`src/rtl/spi_pkg.sv`:
```
// Shared definitions for the SPI register slave and its pin synchroniser.
package spi_pkg;

    typedef enum logic [2:0] {
        IDLE,
        CMD,
        WR,
        RD,
        IGNORE
    } state_t;

    localparam int CMD_RW_BIT  = 7;
    localparam int SYNC_STAGES = 2;

endpackage

```
`src/rtl/spi_pin_sync.sv`:
```
// Brings sclk, CS and MOSI into the clk domain and flags sclk/CS edges.
module spi_pin_sync
    import spi_pkg::*;
(
    input  logic clk,
    input  logic rst,
    input  logic sclk,
    input  logic cs,
    input  logic mosi,
    output logic sclk_rise,
    output logic sclk_fall,
    output logic cs_level,
    output logic cs_rise,
    output logic cs_fall,
    output logic mosi_level
);

    logic [SYNC_STAGES-1:0] sclk_sync;
    logic [SYNC_STAGES-1:0] cs_sync;
    logic [SYNC_STAGES-1:0] mosi_sync;
    logic                   sclk_prev;
    logic                   cs_prev;

    // CS resets as if asserted so a CS held low through reset never looks like a new frame.
    always_ff @(posedge clk or negedge rst) begin
        if (!rst) begin
            sclk_sync <= '0;
            cs_sync   <= '0;
            mosi_sync <= '0;
            sclk_prev <= 1'b0;
            cs_prev   <= 1'b0;
        end else begin
            sclk_sync <= {sclk_sync[SYNC_STAGES-2:0], sclk};
            cs_sync   <= {cs_sync[SYNC_STAGES-2:0], cs};
            mosi_sync <= {mosi_sync[SYNC_STAGES-2:0], mosi};
            sclk_prev <= sclk_sync[SYNC_STAGES-1];
            cs_prev   <= cs_sync[SYNC_STAGES-1];
        end
    end

    assign sclk_rise  =  sclk_sync[SYNC_STAGES-1] & ~sclk_prev;
    assign sclk_fall  = ~sclk_sync[SYNC_STAGES-1] &  sclk_prev;
    assign cs_level   =  cs_sync[SYNC_STAGES-1];
    assign cs_rise    =  cs_sync[SYNC_STAGES-1] & ~cs_prev;
    assign cs_fall    = ~cs_sync[SYNC_STAGES-1] &  cs_prev;
    assign mosi_level =  mosi_sync[SYNC_STAGES-1];

endmodule

```
`src/rtl/spi_reg_slave.sv`:
```
// Addressed SPI register slave: command/address/data frames read and write a register bank,
// with the SPI pins oversampled in the clk domain.
module spi_reg_slave
    import spi_pkg::*;
#(
    parameter int         NUM_REGS  = 8,
    parameter int         ADDR_W    = 3,
    parameter logic [7:0] RESET_VAL = 8'h00
) (
    input  logic                  clk,
    input  logic                  rst,
    input  logic                  sclk,
    input  logic                  CS,
    input  logic                  MOSI,
    output logic                  MISO,
    input  logic                  CPOL,
    input  logic                  CPHA,
    output logic [8*NUM_REGS-1:0] reg_out,
    output logic                  wr_strobe,
    output logic [ADDR_W-1:0]     wr_addr,
    output logic                  frame_err
);

    state_t            state;
    state_t            state_next;
    logic [7:0]        regs [NUM_REGS];
    logic [2:0]        bit_cnt;
    logic [6:0]        shift_in;
    logic [7:0]        shift_out;
    logic [ADDR_W-1:0] addr;
    logic [ADDR_W-1:0] rd_addr;
    logic              cpol_q;
    logic              cpha_q;

    logic sclk_rise, sclk_fall, cs_level, cs_rise, cs_fall, mosi_level;
    logic active, lead_edge, trail_edge, sample_edge, shift_edge;
    logic byte_done, cmd_bad, cmd_read, abort;
    logic reg_we, load_rd, err_set;
    logic [7:0] rx_byte;

    spi_pin_sync u_sync (
        .clk        (clk),
        .rst        (rst),
        .sclk       (sclk),
        .cs         (CS),
        .mosi       (MOSI),
        .sclk_rise  (sclk_rise),
        .sclk_fall  (sclk_fall),
        .cs_level   (cs_level),
        .cs_rise    (cs_rise),
        .cs_fall    (cs_fall),
        .mosi_level (mosi_level)
    );

    assign active      = (state != IDLE);
    assign lead_edge   = cpol_q ? sclk_fall : sclk_rise;
    assign trail_edge  = cpol_q ? sclk_rise : sclk_fall;
    assign sample_edge = active && (cpha_q ? trail_edge : lead_edge);
    assign shift_edge  = active && (cpha_q ? lead_edge : trail_edge);
    assign byte_done   = sample_edge && (bit_cnt == 3'd7);
    assign rx_byte     = {shift_in, mosi_level};
    assign cmd_bad     = int'(rx_byte[6:0]) >= NUM_REGS;
    assign cmd_read    = rx_byte[CMD_RW_BIT];
    assign abort       = cs_rise && (bit_cnt != 3'd0) && !byte_done;
    assign rd_addr     = (state == CMD) ? rx_byte[ADDR_W-1:0] : ADDR_W'(addr + 1'b1);

    always_ff @(posedge clk or negedge rst) begin
        if (!rst) state <= IDLE;
        else      state <= state_next;
    end

    // A byte completing in the same clk as CS rising is still decoded before returning to IDLE.
    always_comb begin
        state_next = state;
        case (state)
            IDLE: if (cs_fall) state_next = CMD;
            CMD: begin
                if (cs_rise)        state_next = IDLE;
                else if (byte_done) state_next = cmd_bad ? IGNORE : (cmd_read ? RD : WR);
            end
            default: if (cs_rise) state_next = IDLE;
        endcase
    end

    always_comb begin
        MISO    = 1'b0;
        reg_we  = 1'b0;
        load_rd = 1'b0;
        err_set = 1'b0;
        case (state)
            CMD: begin
                load_rd = byte_done && !cmd_bad && cmd_read;
                err_set = (byte_done && cmd_bad) || abort;
            end
            WR: begin
                reg_we  = byte_done;
                err_set = abort;
            end
            RD: begin
                MISO    = shift_out[7];
                load_rd = byte_done;
                err_set = abort;
            end
            default: ;
        endcase
    end

    // The first shift edge of each byte is skipped: bit 7 is already on MISO from the load.
    always_ff @(posedge clk or negedge rst) begin
        if (!rst) begin
            bit_cnt   <= 3'd0;
            shift_in  <= 7'd0;
            shift_out <= 8'd0;
            addr      <= '0;
            cpol_q    <= 1'b0;
            cpha_q    <= 1'b0;
            wr_strobe <= 1'b0;
            wr_addr   <= '0;
            frame_err <= 1'b0;
        end else begin
            wr_strobe <= reg_we;
            frame_err <= err_set;
            if (cs_level) begin
                cpol_q <= CPOL;
                cpha_q <= CPHA;
            end
            if (state == IDLE)    bit_cnt <= 3'd0;
            else if (sample_edge) bit_cnt <= bit_cnt + 3'd1;
            if (sample_edge) shift_in <= rx_byte[6:0];
            if (state == CMD && byte_done)
                addr <= rx_byte[ADDR_W-1:0];
            else if ((state == WR || state == RD) && byte_done)
                addr <= ADDR_W'(addr + 1'b1);
            if (load_rd)
                shift_out <= regs[rd_addr];
            else if (shift_edge && bit_cnt != 3'd0)
                shift_out <= {shift_out[6:0], 1'b0};
            if (reg_we) wr_addr <= addr;
        end
    end

    always_ff @(posedge clk or negedge rst) begin
        if (!rst) begin
            for (int i = 0; i < NUM_REGS; i++) regs[i] <= RESET_VAL;
        end else if (reg_we) begin
            regs[addr] <= rx_byte;
        end
    end

    for (genvar g = 0; g < NUM_REGS; g++) begin : g_flat
        assign reg_out[8*g +: 8] = regs[g];
    end

endmodule

```
`config.mk`:
```
export PLATFORM = sky130hd
export DESIGN_NAME = spi_reg_slave
export DESIGN_NICKNAME = d
export VERILOG_FILES = /design/src/rtl/spi_pkg.sv /design/src/rtl/spi_pin_sync.sv /design/src/rtl/spi_reg_slave.sv
export SDC_FILE = /design/constraint.sdc
export NUM_CORES = 1
export LEC_CHECK = 0
export CORE_MARGIN = 2
export CORE_UTILIZATION = 40
export DETAILED_ROUTE_END_ITERATION = 16
export DONT_BUFFER_PORTS = 1
export PLACE_DENSITY_LB_ADDON = 0.08
export SLEW_MARGIN = 20
export SYNTH_ARGS = -nofsm -noshare
export SYNTH_HDL_FRONTEND = slang
export SYNTH_SLANG_ARGS = --single-unit
export TNS_END_PERCENT = 20
```
`constraint.sdc`:
```
create_clock -name clk -period 4.4 [get_ports clk]
set_input_delay 0.88 -clock clk [delete_from_list [all_inputs] [get_ports clk]]
set_output_delay 0.88 -clock clk [all_outputs]
set_load 0.1 [all_outputs]
```
Pin map:
Scale: 4 px per um. Pins as bars across the die edge, other pins in gray.
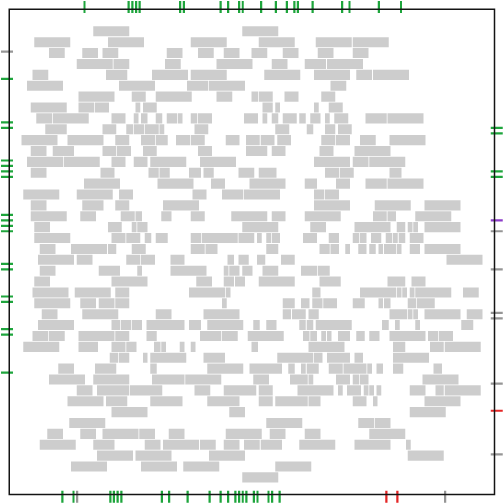
[wr_addr] red | pins: 3 | direction: output | edge: 2 south, 1 east
[reg_out] green | pins: 64 | direction: output | edge: 21 south, 21 north, 18 west, 4 east
[MISO] purple | pins: 1 | direction: output | edge: east
all pins by edge: 25 south, 21 north, 19 west, 12 east
Die Ht: 121 um
Die X: 121 um

Where the registers sit:
Scale: 2 px per um. Other sequential cells in the stronger gray, the rest of the logic in the fainter gray.
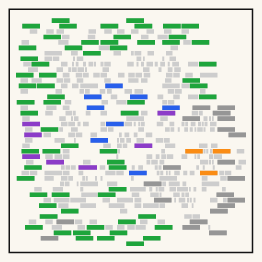
[shift_in] purple | flops: 7
[shift_out] blue | flops: 8 | where: center
[bit_cnt] orange | flops: 3
[reg_out] green | flops: 64 | where: all over the die
not colored: 21

==> results.yml <==
# physical design summary
worst_hold_path:
  min_path_type: "primary input to asynchronous set/reset pin"
pwr:
  p_leak_nw: 2.72
  power_density_mw_per_mm2: 359
  irDropWorstVdd_v: 0.000257
route:
  totalWireLength_um: 13900
  post_drt_wl_per_cell_um: 23.1
  drc_errors: 0
  dr_total_vias: 3462
clock_tree:
  htreeDepth: 3
  clock_sinks: 103
  cts_root_buffer: "clkbuf_16"
  clk_path_buf_depth: 2
  cts_tree: "done"
  cts_made_buffers: 9
  clock_latency_ps: 350
  cts_resized: 0
  path_clk_slew_ps: 70
yosys:
  postSynthCellCount: 436
  synth.cell_area_sq_mm: 0.00547
  ys_cells: 436
  fp_nets: 447
  topCellsByArea: "dfrtp_1 47%, mux2_2 13%, mux2i_1 12%"
  async_reset_ff_frac: 1.00
outcome:
  status: "finished, final reports clean"
critical_path:
  crit_path_end_kind: "flop"
  r2r_cells: 6
  cp_top_family: "adder cells"
  cp.buffers_inverters: 1
job:
  warning_count: 29
  max_cap_viol_count: 0
floorplanning:
  ioPinCount: 77
  placementRows: 42
sta:
  maxSlewViolCount: 0
  relSlewSlack: 0.328
  setup_tns_ps: 0
placed_design:
  placedCellCount: 584
cells_and_area:
  n_antenna_cell: 0
  area_growth_pct: 7.00
grt:
  grt_start_max_net_pins: 104
  grt_overflow: 0
-- layout make-up --
| cell class | count | area, sq um |
|---|---|---|
| timing repair buffer | 5 | 37.5 |
| sequential | 103 | 2580 |
| fill | 1245 | 7440 |
| tap | 176 | 220 |
| multi-input combinational | 292 | 2700 |
| inverter | 8 | 30.0 |
| clock buffer | 10 | 239 |
| clock inverter | 6 | 45.0 |
-- state kept, by name, indices dropped and copies added, names as in the netlist, 2 cells and up --
register and flops:
u_sync.mosi_sync 2, shift_in 7, reg_out 64, u_sync.sclk_sync 2
addr 3, u_sync.cs_sync 2, bit_cnt 3, state 3
wr_addr 3, shift_out 8
-- logic make-up after synthesis --
family | Yosys count | share of synthesized area
AND-OR/OR-AND | 56 | 0.0721
XOR/XNOR | 3 | 0.00481
adder cells (fa/ha/maj) | 4 | 0.00915
buffers and inverters | 41 | 0.0348
flip-flops | 103 | 0.471
multiplexers | 154 | 0.330
AND/OR/NAND/NOR | 75 | 0.0780
-- final timing paths --
check | startpoint | to
worst min register to register | u_sync.cs_sync[0]$_DFF_PN0_ | u_sync.cs_sync[1]$_DFF_PN0_
worst min-delay path | rst | reg_out[40]$_DFFE_PN0P_
min in group clk | u_sync.cs_sync[0]$_DFF_PN0_ | u_sync.cs_sync[1]$_DFF_PN0_
worst max-delay path | addr[0]$_DFFE_PN0P_ | shift_out[7]$_DFFE_PN0P_
worst max register to register | addr[0]$_DFFE_PN0P_ | shift_out[7]$_DFFE_PN0P_
max in group asynchronous | rst | reg_out[54]$_DFFE_PN0P_
-- cells in the mapped netlist, types with 3 or more instances --
cell,instances
a22oi_1,9
o21ai_0,5
clkbuf_1,14
o211ai_1,4
mux2_2,62
nand3_1,5
mux2i_1,67
ha_1,4
nand2_1,21
dfrtp_1,103
nor2_1,15
mux4_2,8
buf_1,3
a21oi_1,15
nand2b_1,4
a221oi_1,4
nand3_2,4
inv_1,8
buf_4,4
buf_2,11
nor2b_1,5
nor3_1,3
a211oi_1,6
mux2_4,17
-- through the flow --
stage / instance area (sq um) / utilization / worst slack, ps / total power, mW
floorplan: 5470 / - / 2010 / 1.28
global placement: 5570 / 0.419 / 1640 / 1.35
detailed placement: 5570 / 0.419 / 1570 / 1.36
CTS: 5850 / 0.440 / 1570 / 2.14
global route: 5850 / 0.440 / 1340 / 2.21
finish: 5850 / 0.440 / 1600 / 2.10
-- worst register-to-register path: cells and delay by family (launching register included) --
family,cells,cell delay [ps]
buffers and inverters,1,400
flip-flops,1,610
AND-OR/OR-AND,2,380
adder cells (fa/ha/maj),1,960
multiplexers,2,330
-- power by group --
part / leakage (nW) / total, mW / switching [mW] / internal, mW
clock: 0.131 / 0.771 / 0.370 / 0.401
combinational: 1.19 / 0.196 / 0.0873 / 0.109
sequential: 1.40 / 1.14 / 0.154 / 0.982
-- per-layer routing --
metal	part of all wire	global-route usage	up-vias	wire length, um
met4	0.014	0.0494	0	199
met1	0.45	0.275	1809	6200
met5	0	0	-	0
li1	-	-	1569	-
met3	0.057	0.0583	14	791
met2	0.48	0.319	70	6680
No activity file was given, so power comes from the tool's default toggle rates.
